[config.mk]
export PLATFORM = sky130hd
export DESIGN_NAME = bram_word_port
export DESIGN_NICKNAME = d
export VERILOG_FILES = /design/src/rtl/bram_word_port_pkg.sv /design/src/rtl/bram_word_port.sv
export SDC_FILE = /design/constraint.sdc
export NUM_CORES = 1
export LEC_CHECK = 0
export ABC_AREA = 1
export CORE_ASPECT_RATIO = 0.6
export CORE_MARGIN = 2
export CORE_UTILIZATION = 59
export CTS_BUF_LIST = sky130_fd_sc_hd__clkbuf_8
export CTS_CLUSTER_DIAMETER = 80
export CTS_CLUSTER_SIZE = 20
export DETAILED_ROUTE_END_ITERATION = 10
export PLACE_DENSITY = 0.85
export REMOVE_ABC_BUFFERS = 1
export SLEW_MARGIN = 30
export SYNTH_ARGS = -nofsm -noshare
export SYNTH_HDL_FRONTEND = slang
export SYNTH_SLANG_ARGS = --single-unit
[constraint.sdc]
create_clock -name clk -period 2.8 [get_ports clk]
set_input_delay 0.56 -clock clk [delete_from_list [all_inputs] [get_ports clk]]
set_output_delay 0.56 -clock clk [all_outputs]
set_load 0.1 [all_outputs]
[src/rtl/bram_word_port_pkg.sv]
// rtl/bram_word_port_pkg.sv - shared size encodings, FSM states and byte-count helper for bram_word_port
package bram_word_port_pkg;

  localparam logic [1:0] SIZE_BYTE = 2'd0;
  localparam logic [1:0] SIZE_HALF = 2'd1;
  localparam logic [1:0] SIZE_WORD = 2'd2;

  typedef enum logic [1:0] {
    IDLE  = 2'd0,
    ISSUE = 2'd1,
    DRAIN = 2'd2
  } state_e;

  // The reserved encoding (3) is treated as a word.
  function automatic logic [2:0] size_to_bytes(input logic [1:0] size);
    case (size)
      SIZE_BYTE: size_to_bytes = 3'd1;
      SIZE_HALF: size_to_bytes = 3'd2;
      default:   size_to_bytes = 3'd4;
    endcase
  endfunction

endpackage

[src/rtl/bram_word_port.sv]
// rtl/bram_word_port.sv - serialises byte/half/word requests into single-byte BRAM accesses
module bram_word_port
  import bram_word_port_pkg::*;
#(
  parameter int ADDR_WIDTH = 10
) (
  input  logic                  clk,
  input  logic                  rst_n,
  input  logic                  req_valid,
  output logic                  req_ready,
  input  logic                  req_write,
  input  logic [1:0]            req_size,
  input  logic [ADDR_WIDTH-1:0] req_addr,
  input  logic [31:0]           req_wdata,
  output logic                  rsp_valid,
  output logic [31:0]           rsp_rdata,
  output logic [ADDR_WIDTH-1:0] bram_addr,
  output logic [7:0]            bram_din,
  output logic                  bram_wen,
  output logic                  bram_ren,
  input  logic [7:0]            bram_dout
);

  state_e                state_q;
  logic                  write_q;
  logic [ADDR_WIDTH-1:0] base_q;
  logic [31:0]           wdata_q;
  logic [2:0]            n_q;
  logic [2:0]            idx_q;
  logic                  cap_en_q;
  logic [1:0]            lane_q;
  logic [31:0]           cap_q;
  logic [31:0]           cap_d;

  assign req_ready = (state_q == IDLE);

  // Read data lags ren by one cycle, so capture follows a delayed copy of bram_ren.
  always_comb begin
    cap_d = cap_q;
    if (cap_en_q) begin
      cap_d[{lane_q, 3'b000} +: 8] = bram_dout;
    end
  end

  always_ff @(posedge clk or negedge rst_n) begin
    if (!rst_n) begin
      state_q   <= IDLE;
      write_q   <= 1'b0;
      base_q    <= '0;
      wdata_q   <= '0;
      n_q       <= '0;
      idx_q     <= '0;
      cap_en_q  <= 1'b0;
      lane_q    <= '0;
      cap_q     <= '0;
      rsp_valid <= 1'b0;
      rsp_rdata <= '0;
      bram_addr <= '0;
      bram_din  <= '0;
      bram_wen  <= 1'b0;
      bram_ren  <= 1'b0;
    end else begin
      rsp_valid <= 1'b0;
      bram_wen  <= 1'b0;
      bram_ren  <= 1'b0;
      cap_en_q  <= bram_ren;
      if (cap_en_q) begin
        cap_q  <= cap_d;
        lane_q <= lane_q + 2'd1;
      end

      case (state_q)
        IDLE: begin
          if (req_valid) begin
            write_q   <= req_write;
            base_q    <= req_addr;
            wdata_q   <= req_wdata;
            n_q       <= size_to_bytes(req_size);
            idx_q     <= 3'd1;
            cap_q     <= '0;
            lane_q    <= '0;
            bram_addr <= req_addr;
            bram_wen  <= req_write;
            bram_ren  <= !req_write;
            if (req_write) begin
              bram_din <= req_wdata[7:0];
            end
            state_q <= ISSUE;
          end
        end

        ISSUE: begin
          if (idx_q == n_q) begin
            if (write_q) begin
              rsp_valid <= 1'b1;
              state_q   <= IDLE;
            end else begin
              state_q <= DRAIN;
            end
          end else begin
            bram_addr <= base_q + ADDR_WIDTH'(idx_q);
            bram_wen  <= write_q;
            bram_ren  <= !write_q;
            if (write_q) begin
              bram_din <= wdata_q[{idx_q[1:0], 3'b000} +: 8];
            end
            idx_q <= idx_q + 3'd1;
          end
        end

        DRAIN: begin
          rsp_valid <= 1'b1;
          rsp_rdata <= cap_d;
          state_q   <= IDLE;
        end

        default: state_q <= IDLE;
      endcase
    end
  end

endmodule
==> run notes <==
The number of buffers and inverters on the critical path was 1; the synthesized chip area reported by yosys was 6440 sq um. The area of the mapped netlist is 6440 sq um. In this run the tools logged warnings totalling 32.

The run gives 4.89% for the clock buffer and inverter area fraction after layout. For the instance count of the mapped netlist, the log shows 792. In the final layout, the multi-input gates occupy 2580 sq um. In this run the clock root is driven by a clkbuf_8. The tools report the number of antenna violations at the first check in global routing as 0. With the die area at 11800 sq um, the register clock-pin slew on the reported worst setup and hold paths is 0.07 ns.

The STA report counts the stages on the worst setup path as 6. In this run, the number of DRC markers left after iteration 0 of detailed routing was 567. The run gives 139 microns for the die boundary width.

Across the placement rows, the number of tap cells is 139. The final number of setup-violating endpoints was 0; the final layout net count was 968. Among all flip-flop cells after synthesis, the most frequent one is dfrtp_1.

The area share of the leading cell type in the synthesized netlist was 54.0%. In the final run the clock tree shows a worst skew of 0.00767 ns. The critical path class is flip-flop to flip-flop.

The number of placed instances, taps included, is 1018. The netlist uses 38 different library cells. The pre-antenna-repair detailed-routing pass consisted of 7 iterations. For reference, the final report shows the hold violation count at 0. During I/O placement, the number of pins put on the boundary was 110.

Multi-input gate share of the layout cell area: 32.7%. The routed design could run at a clock period as short as 2.27 ns. The finished layout holds 1048 standard cells, fillers aside. For this design, the sink count on the clock tree is 139. The category of the worst setup path capture point was a flip-flop.

With the via count of the first global-routing pass at 5520, the fraction of final layout cells with drive strength greater than 1 is 12.3%. The worst-case register-to-register setup slack is 0.53 ns, and the count of synthesis-stage warnings from yosys is 0. Sequential cells make up 44.1% of the cell area.

After layout, the buffer instance count without clock buffers stands at 118. The flow ran to the end, and the final reports show no timing, DRC or antenna violations. For the number of buffers created by CTS, the log shows 17.

In the final layout, excluding clock inverters the inverter count is 59. Counting flops with a built-in enable in the synthesized netlist gives 0. Per the run report, area growth between synthesis and finish was 22.4%.

With the total power density per cell area at 1280 nW/um^2, the static power due to leakage is 4.03 nW. Measured in cells, the most critical reg-to-reg path has a length of 6. The critical path ends at cap_q[6].

The fraction of final cell area spent on non-clock buffers in this run is 13.2%. After synthesis, the most frequently instantiated cells are 340 x nand2_1, 139 x dfrtp_1, 70 x o21ai_0, 53 x inv_1, 52 x nand3_1. In this run the mean area of a mapped cell was 8.13 sq um. In the post-route report, total wirelength is listed as 16300 microns. The number of multi-input combinational cells in the layout is 563.

Counting pins that exceed their max-slew limit in the final report gives 0. After routing, the total negative slack on setup checks comes to 0 ns. For reference, the top cells by area after synthesis are dfrtp_1 54%, nand2_1 20%, o21ai_0 5.4%, nand3_1 4.0%, inv_1 3.1%. The number of hold buffers added after CTS was 0.

The gate family responsible for the most delay along the worst path is simple AND/OR/NAND/NOR gates.
power breakdown:
| group | switching, mW | total, mW | internal (mW) | leakage, nW |
|---|---|---|---|---|
| combinational | 4.04 | 5.31 | 1.27 | 2.00 |
| clock | 0.741 | 1.61 | 0.865 | 0.204 |
| sequential | 0.453 | 3.14 | 2.68 | 1.82 |
state kept, by name, summed over array words and instances, names as in the netlist:
signal / cells
cap_q: 32
rsp_rdata: 32
wdata_q: 32
base_q: 10
bram_addr: 10
bram_din: 8
idx_q: 3
n_q: 3
lane_q: 2
state_q: 2
bram_ren: 1
bram_wen: 1
cap_en_q: 1
rsp_valid: 1
write_q: 1
cells in the final DEF, fill, tap and decap left out, types with 3 or more instances in the layout:
cell	synthesis	routed
nand3_1	52	52
clkbuf_8	0	21
a21oi_1	4	4
nand2_1	340	339
and2_1	8	8
o21ai_1	5	5
clkinv_2	0	5
o21ai_0	70	70
dfrtp_1	139	139
nand2_2	4	5
inv_2	3	3
clkdlybuf4s50_1	0	54
nand4_1	7	7
nand3_2	3	3
inv_1	53	54
ha_1	13	13
nor2_1	39	39
buf_4	2	62
stage by stage:
stage	hold WS [ns]	total power, mW	worst slack (ns)
after floorplan	0.264	6.98	-0.606
after global placement	0.407	8.19	0.723
after detailed placement	0.394	8.39	0.606
after CTS	0.0916	10.0	0.604
after global routing	0.122	10.6	0.409
final	0.0850	10.1	0.529
cell families after synthesis:
group,share of synthesized area (%)
compound gates,7.07
xor+xnor,0.660
fa+ha+maj,2.84
buf+inv,5.98
flops,54.0
simple gates,29.5
layer usage:
layer,track usage (%),part of all wire [%]
met3,8.69,11
met5,0,0
met4,10.7,1.8
met2,41.6,44
met1,41.8,43
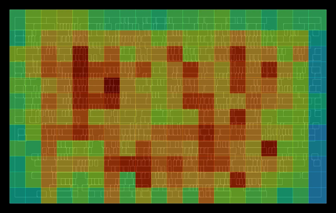
congestion_map.png
WL per Instance: 15.6 microns
busiest layer in global routing: met1
met2 track utilization from global routing: 41.6%
Core Util, Final: 74.4%

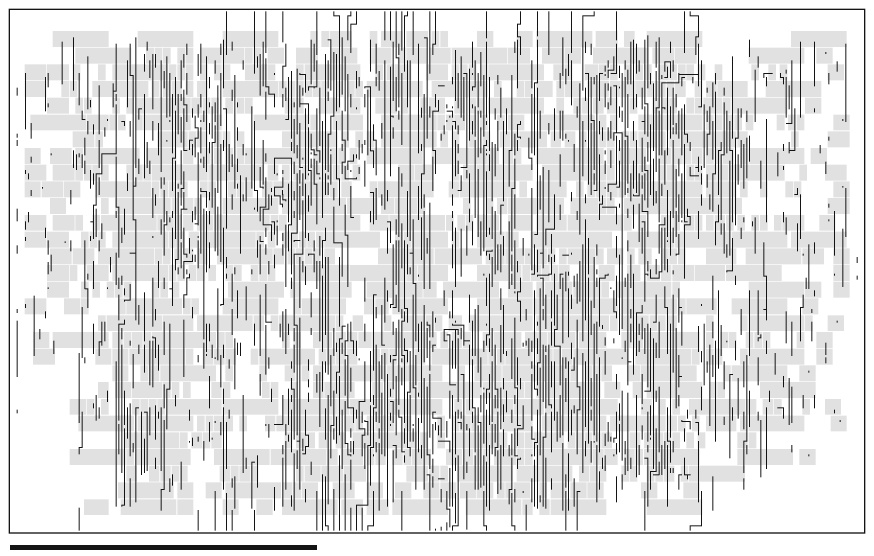
m2.png
Scale bar: 50 microns.
768 nets have wire on it. The wires run mostly vertical. The longest straight run is 31.8 microns.

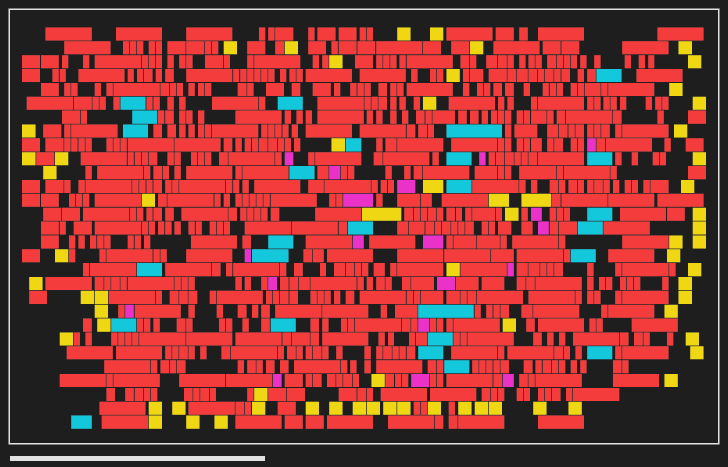
sizing.png
Scale bar: 50 microns.
x6 and larger: drawn in cyan, cells 26, share 2.9%. x3 and x4: drawn in yellow, cells 67, share 7.4%. x2: drawn in magenta, cells 19, share 2.1%. x1 and smaller: drawn in red, cells 797, share 88%.

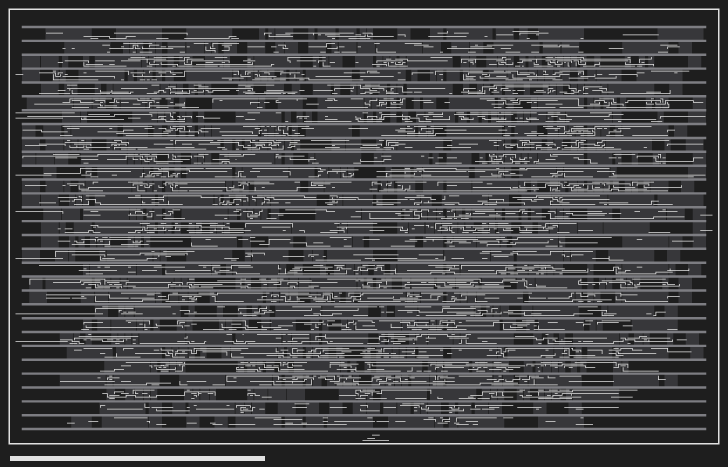
m1.png
Scale bar: 50 microns. Supply wires on this layer in gray.
The layer carries 7090 microns of wire. The wires run mostly horizontal. The longest straight run is 24.8 microns. The layer holds 43% of the routed length. 864 nets have wire on it.

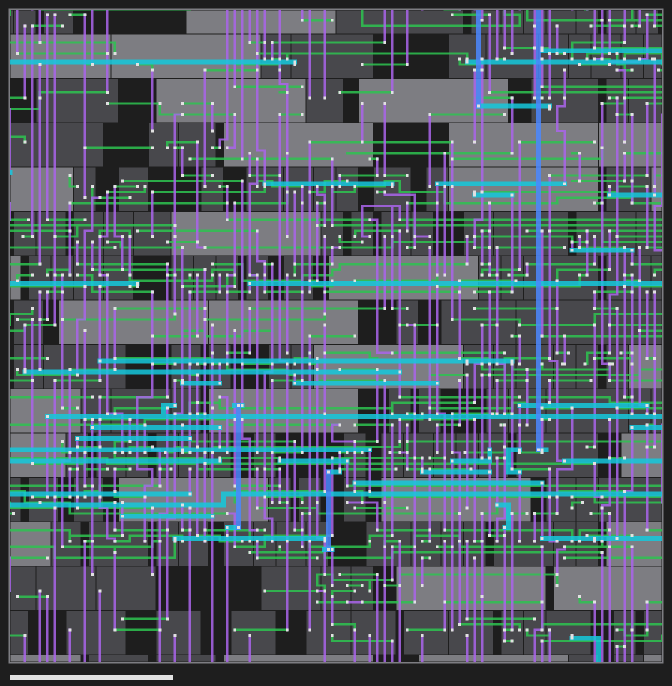
closeup.png
Scale bar: 10 microns. Window x 49 to 89, y 5 to 45 microns. Cells in gray, sequential cells in the stronger gray; small squares are vias.
M4: drawn in blue. M3: drawn in cyan. M2: drawn in purple. M1: drawn in green.
Sequential cells in the window: 18. Netlist names of flops here include cap_q (8), rsp_rdata (6). Most frequent: nand2_1 (44), dfrtp_1 (18), o21ai_0 (16). 158 logic cells have their middle in the window.

Power figures rest on the tool's default switching activity, not on a simulated workload.
